Figure 1. Routing congestion.
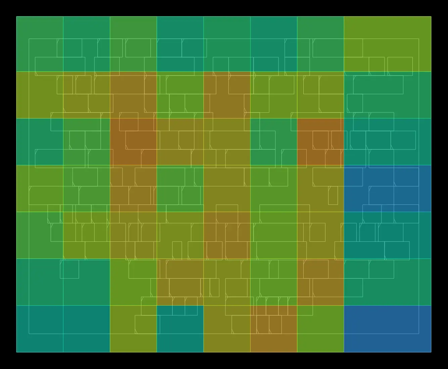
Figure 2. Sizing map.
Scale: 8 px per µm.
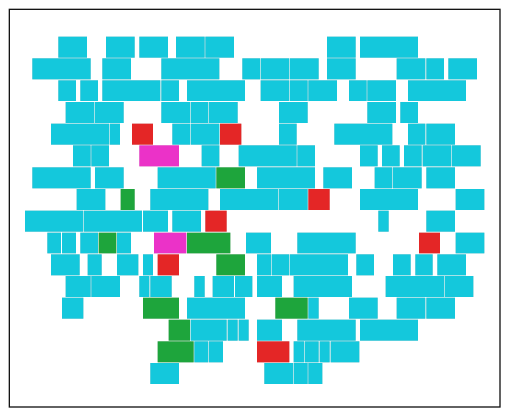
Figure 3. Met2 routing.
Scale: 4 px per µm.
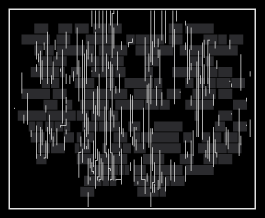
Figure 4. Met3 routing.
Scale: 4 px per µm.
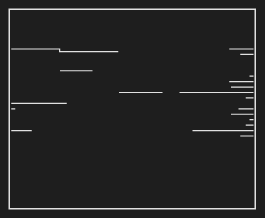
Figure 5. Selected gate families.
Scale: 8 px per µm.
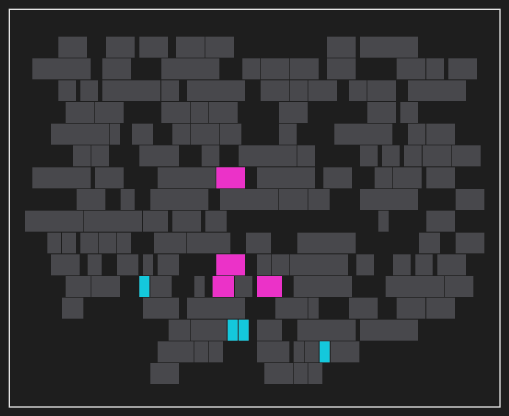
<file path="src/rtl/modulo_seq_pkg.sv">
// Shared types and constants for the modulo-5 conversion sequencer.
// Optional build macro used by the sequencer: MODULO_SEQ_COUNT_EN.
package modulo_seq_pkg;

  typedef enum logic [2:0] {
    IDLE    = 3'd0,
    LOAD    = 3'd1,
    SHIFT   = 3'd2,
    CAPTURE = 3'd3,
    DONE    = 3'd4
  } seq_state_t;

  localparam int REM_W   = 3;
  localparam int MODULUS = 5;

  // Enabled shift cycles per conversion: pipeline fill plus one per operand bit.
  function automatic int shift_cycles(input int width, input int pipe_lat);
    return width + pipe_lat;
  endfunction

endpackage

</file>
<file path="src/rtl/modulo_seq_if.sv">
// Operand and result valid/ready ports of the modulo-5 sequencer.
// master = producer/consumer side, slave = the sequencer itself.
interface modulo_seq_if #(
  parameter int WIDTH = 8
) ();
  import modulo_seq_pkg::*;

  logic             in_valid;
  logic             in_ready;
  logic [WIDTH-1:0] in_value;
  logic             result_valid;
  logic             result_ready;
  logic [REM_W-1:0] result;

  modport master (
    output in_valid, in_value, result_ready,
    input  in_ready, result_valid, result
  );

  modport slave (
    input  in_valid, in_value, result_ready,
    output in_ready, result_valid, result
  );

endinterface

</file>
<file path="src/rtl/modulo_seq_counter.sv">
// Down counter that measures the SHIFT phase: loaded with N-1, last when it reaches 0.
module modulo_seq_counter #(
  parameter int N = 9
) (
  input  logic clock,
  input  logic reset,
  input  logic load,
  input  logic en,
  output logic last
);

  localparam int W = $clog2(N + 1);

  logic [W-1:0] cnt_q;

  always_ff @(posedge clock) begin
    if (reset) begin
      cnt_q <= '0;
    end else if (load) begin
      cnt_q <= W'(N - 1);
    end else if (en && (cnt_q != '0)) begin
      cnt_q <= cnt_q - 1'b1;
    end
  end

  assign last = (cnt_q == '0);

endmodule

</file>
<file path="src/rtl/modulo_seq_ctrl.sv">
// Sequencer for the modulo-5 datapath: load/shift the operand register, clear/enable the detector,
// capture the remainder. Define MODULO_SEQ_COUNT_EN to add the conv_count conversion counter.
module modulo_seq_ctrl
  import modulo_seq_pkg::*;
#(
  parameter int WIDTH    = 8,
  parameter int PIPE_LAT = 1
) (
  input  logic             clock,
  input  logic             reset,
  modulo_seq_if.slave      bus,
  output logic             busy,
  output logic [WIDTH-1:0] reg_parallel_in,
  output logic             reg_catch_in,
  output logic             reg_en,
  output logic             det_reset,
  output logic             det_en,
  input  logic [REM_W-1:0] det_remainder
`ifdef MODULO_SEQ_COUNT_EN
  ,
  output logic [15:0]      conv_count
`endif
);

  localparam int N = shift_cycles(WIDTH, PIPE_LAT);

  seq_state_t       state_q, state_d;
  logic             cnt_last;
  logic             in_ready_q;
  logic             busy_q;
  logic             catch_q;
  logic             reg_en_q;
  logic             det_reset_q;
  logic             det_en_q;
  logic             result_valid_q;
  logic [REM_W-1:0] result_q;
  logic [WIDTH-1:0] operand_q;

  modulo_seq_counter #(
    .N (N)
  ) u_shift_cnt (
    .clock (clock),
    .reset (reset),
    .load  (state_q == LOAD),
    .en    (state_q == SHIFT),
    .last  (cnt_last)
  );

  always_comb begin
    state_d = state_q;
    case (state_q)
      IDLE:    if (bus.in_valid) state_d = LOAD;
      LOAD:    state_d = SHIFT;
      SHIFT:   if (cnt_last) state_d = CAPTURE;
      CAPTURE: state_d = DONE;
      DONE:    if (bus.result_ready) state_d = IDLE;
      default: state_d = IDLE;
    endcase
  end

  // Every strobe is decoded from the next state so it is a flop output aligned with its state.
  always_ff @(posedge clock) begin
    if (reset) begin
      state_q        <= IDLE;
      in_ready_q     <= 1'b1;
      busy_q         <= 1'b0;
      catch_q        <= 1'b0;
      reg_en_q       <= 1'b0;
      det_reset_q    <= 1'b0;
      det_en_q       <= 1'b0;
      result_valid_q <= 1'b0;
      result_q       <= '0;
      operand_q      <= '0;
    end else begin
      state_q        <= state_d;
      in_ready_q     <= (state_d == IDLE);
      busy_q         <= (state_d != IDLE);
      catch_q        <= (state_d == LOAD);
      reg_en_q       <= (state_d == LOAD) || (state_d == SHIFT);
      det_reset_q    <= (state_d == LOAD);
      det_en_q       <= (state_d == SHIFT);
      result_valid_q <= (state_d == DONE);
      if ((state_q == IDLE) && bus.in_valid) begin
        operand_q <= bus.in_value;
      end
      if (state_q == CAPTURE) begin
        result_q <= det_remainder;
      end
    end
  end

`ifdef MODULO_SEQ_COUNT_EN
  logic [15:0] conv_count_q;

  always_ff @(posedge clock) begin
    if (reset) begin
      conv_count_q <= '0;
    end else if ((state_q == DONE) && bus.result_ready) begin
      conv_count_q <= conv_count_q + 16'd1;
    end
  end

  assign conv_count = conv_count_q;
`endif

  assign bus.in_ready     = in_ready_q;
  assign bus.result_valid = result_valid_q;
  assign bus.result       = result_q;
  assign busy             = busy_q;
  assign reg_parallel_in  = operand_q;
  assign reg_catch_in     = catch_q;
  assign reg_en           = reg_en_q;
  assign det_reset        = det_reset_q;
  assign det_en           = det_en_q;

endmodule

</file>
<file path="src/flat_wrapper.sv">
// flat-port wrapper written by rule: the top's interface ports become plain ports
module modulo_seq_ctrl_flat import modulo_seq_pkg::*;
#(
  parameter int WIDTH    = 8,
  parameter int PIPE_LAT = 1
)
  (clock, reset, busy, reg_parallel_in, reg_catch_in, reg_en, det_reset, det_en, det_remainder, bus_in_valid, bus_in_value, bus_result_ready, bus_in_ready, bus_result_valid, bus_result);
  modulo_seq_if #(.WIDTH(WIDTH)) bus_i ();
  input  logic clock;
  input  logic reset;
  output logic busy;
  output logic [WIDTH-1:0] reg_parallel_in;
  output logic reg_catch_in;
  output logic reg_en;
  output logic det_reset;
  output logic det_en;
  input  logic [REM_W-1:0] det_remainder;
  input wire logic [$bits(bus_i.in_valid)-1:0] bus_in_valid;
  input wire logic [$bits(bus_i.in_value)-1:0] bus_in_value;
  input wire logic [$bits(bus_i.result_ready)-1:0] bus_result_ready;
  output wire logic [$bits(bus_i.in_ready)-1:0] bus_in_ready;
  output wire logic [$bits(bus_i.result_valid)-1:0] bus_result_valid;
  output wire logic [$bits(bus_i.result)-1:0] bus_result;
  assign bus_i.in_valid = bus_in_valid;
  assign bus_i.in_value = bus_in_value;
  assign bus_i.result_ready = bus_result_ready;
  assign bus_in_ready = bus_i.in_ready;
  assign bus_result_valid = bus_i.result_valid;
  assign bus_result = bus_i.result;
  modulo_seq_ctrl #(.WIDTH(WIDTH), .PIPE_LAT(PIPE_LAT)) u_core (.clock(clock), .reset(reset), .bus(bus_i), .busy(busy), .reg_parallel_in(reg_parallel_in), .reg_catch_in(reg_catch_in), .reg_en(reg_en), .det_reset(det_reset), .det_en(det_en), .det_remainder(det_remainder));
endmodule
</file>
<file path="config.mk">
export PLATFORM = sky130hd
export DESIGN_NAME = modulo_seq_ctrl_flat
export DESIGN_NICKNAME = d
export VERILOG_FILES = /design/src/rtl/modulo_seq_pkg.sv /design/src/rtl/modulo_seq_if.sv /design/src/rtl/modulo_seq_counter.sv /design/src/rtl/modulo_seq_ctrl.sv /design/src/flat_wrapper.sv
export SDC_FILE = /design/constraint.sdc
export NUM_CORES = 1
export LEC_CHECK = 0
export CAP_MARGIN = 10
export CORE_ASPECT_RATIO = 0.8
export CORE_MARGIN = 1.5
export CORE_UTILIZATION = 40
export DETAILED_ROUTE_END_ITERATION = 10
export GPL_TIMING_DRIVEN = 0
export PLACE_DENSITY = 0.7
export SLEW_MARGIN = 20
export SYNTH_ARGS = -nofsm -noshare
export SYNTH_HDL_FRONTEND = slang
export SYNTH_HIERARCHICAL = 1
export SYNTH_SLANG_ARGS = --single-unit
</file>
<file path="constraint.sdc">
create_clock -name clock -period 4.25 [get_ports clock]
set_clock_uncertainty 0.15 [all_clocks]
set_input_delay 0.85 -clock clock [delete_from_list [all_inputs] [get_ports clock]]
set_output_delay 0.85 -clock clock [all_outputs]
set_load 0.01 [all_outputs]
</file>
==> qor.txt <==
1st-iter DRT viols: 32
VDD IR max: 0.257 mV
switch share: 25.4%
outcome: finished, final reports clean
Crit Path Max Fanout: 10
post_cts resized: 0
synth warn: 6
utilization after layout: 59.3%
layout cells sized above 1: 12.6%
Inst Count DP: 175
Top FF cell, synth: dfxtp_1
max FFs per register: 8
Avg Synthesized Cell Area: 10.1 µm²
Synthesized Nets: 123
crit path DAT: 2400 ps
number of buffers created by CTS: 3
# diodes: 0
mapped cell area: 1080 µm²
Setup crit start kind: primary input
cell area after placement: 1450 µm²
routability cong.: 0.707
CP cell instances: clkdlybuf4s50_1, clkbuf_1, clkbuf_1, nand2b_1, mux2i_1
asr flop ratio synth: 0%
cell accounting for the most synthesized area: dfxtp_1
count of final setup violators: 0
Ports: 33
cells after synthesis: 107
GRT Residual Overflow: 0
Hold WS: 334 ps
Synth cell types: 33
Req. time, crit path: 4310 ps
count of library flops with an enable pin: 0
latest clock arrival within the worst-skew pair: 310 ps
Worst-Margin Slew: 665 ps
synth top area cells: dfxtp_1 44%, nand2b_1 13%, mux2i_1 12%, a21oi_1 2.8%, buf_4 2.1%
vias in the first global route: 838
most instantiated logic cells after routing: 32 x clkdlybuf4s50_1, 24 x dfxtp_1, 23 x nand2b_1, 13 x mux2i_1, 6 x a21oi_1
Top cell by count, worst path: clkbuf_1
register area share after synthesis: 44.4%
Layout area overhead: 37.1%
most numerous cell in the Yosys netlist: dfxtp_1
Final period util: 55.0%
first-pass GRT wire length: 3800 µm
Slowest-stage cell, CP: clkdlybuf4s50_1
Post-CTS Setup Inserts: 0
unrepaired setup endpoints after global routing: false
Area leader share: 44.4%
YS chip area: 1080 µm²
yosys stat cell total: 107
DP HPWL: 1760 µm
root buf cell: clkbuf_4
Setup CP Type: primary input to flop
clock share of power: 25.0%
Switch Pwr: 121 µW
final hold violations: 0
Notes on Figure 1 above:
layer with the highest usage: met2
total track usage: 16.7%

Notes on Figure 2 above:
Key: drive 1 or less = cyan [cells 125, share 87%]; drive 6 and up = magenta [cells 2, share 1.4%]; drive 3 to 4 = red [cells 7, share 4.9%]; drive 2 = green [cells 9, share 6.3%]

Notes on Figure 3 above:
The layer holds 45% of the routed length. The layer carries 1,040 µm of wire. 137 nets have wire on it.

Notes on Figure 4 above:
The layer holds 5.8% of the routed length. The layer carries 134 µm of wire.
DRT Wirelength: 2320 µm
via count: 838
met3 global-route usage: 5.77%

Notes on Figure 5 above:
Key: AND-OR and OR-AND gates = magenta [cells 4]; inverters = cyan [cells 4, where bottom centre]

==> metal layers <==
layer	wire (µm)	global-route usage, %	vias up
met5	0	0	-
met3	134	5.77	0
met2	1040	27.1	21
met4	0	2.17	0
met1	1140	21.9	385
li1	-	-	432
==> area by class of cell <==
class / count / area [µm²] / area share (%)
tap: 36 / 45.0 / 3.04
inverter: 4 / 15.0 / 1.01
multi-input combinational: 71 / 537 / 36.2
timing repair buffer: 32 / 320 / 21.6
buffer: 8 / 50.0 / 3.37
clock buffer: 4 / 36.3 / 2.45
sequential: 24 / 480 / 32.4
==> cells by family after synthesis <==
kind of cell | count (synthesis) | share of synthesized area, %
simple gates | 45 | 28.4
compound gates | 12 | 7.98
mux | 13 | 12.0
buf+inv | 12 | 6.01
flops | 24 | 44.4
fa+ha+maj | 1 | 1.16
==> worst paths after layout <==
path,from,end,slack (ps),cells after the start
setup / recovery,reset,u_core/bus.result[2]$_SDFFE_PP0N_,1910,5
hold / removal,u_core/reg_parallel_in[5]$_SDFFE_PP0P_,u_core/reg_parallel_in[5]$_SDFFE_PP0P_,330,2
setup reg to reg,u_core/state_q[1]$_SDFF_PP0_,u_core/u_shift_cnt/cnt_q[3]$_SDFFE_PP0P_,2150,6
hold reg to reg,u_core/reg_parallel_in[5]$_SDFFE_PP0P_,u_core/reg_parallel_in[5]$_SDFFE_PP0P_,330,2
==> power by group through the flow <==
| stage | combinational [µW] | sequential (µW) | clock, µW |
|---|---|---|---|
| 2_1_floorplan | 53.6 | 258 | 0 |
| 3_3_place_gp | 106 | 253 | 0 |
| 3_5_place_dp | 109 | 254 | 0 |
| 4_1_cts | 109 | 249 | 122 |
| 5_1_grt | 118 | 250 | 133 |
| 6_report | 109 | 249 | 119 |
No activity file was given, so power comes from the tool's default toggle rates.
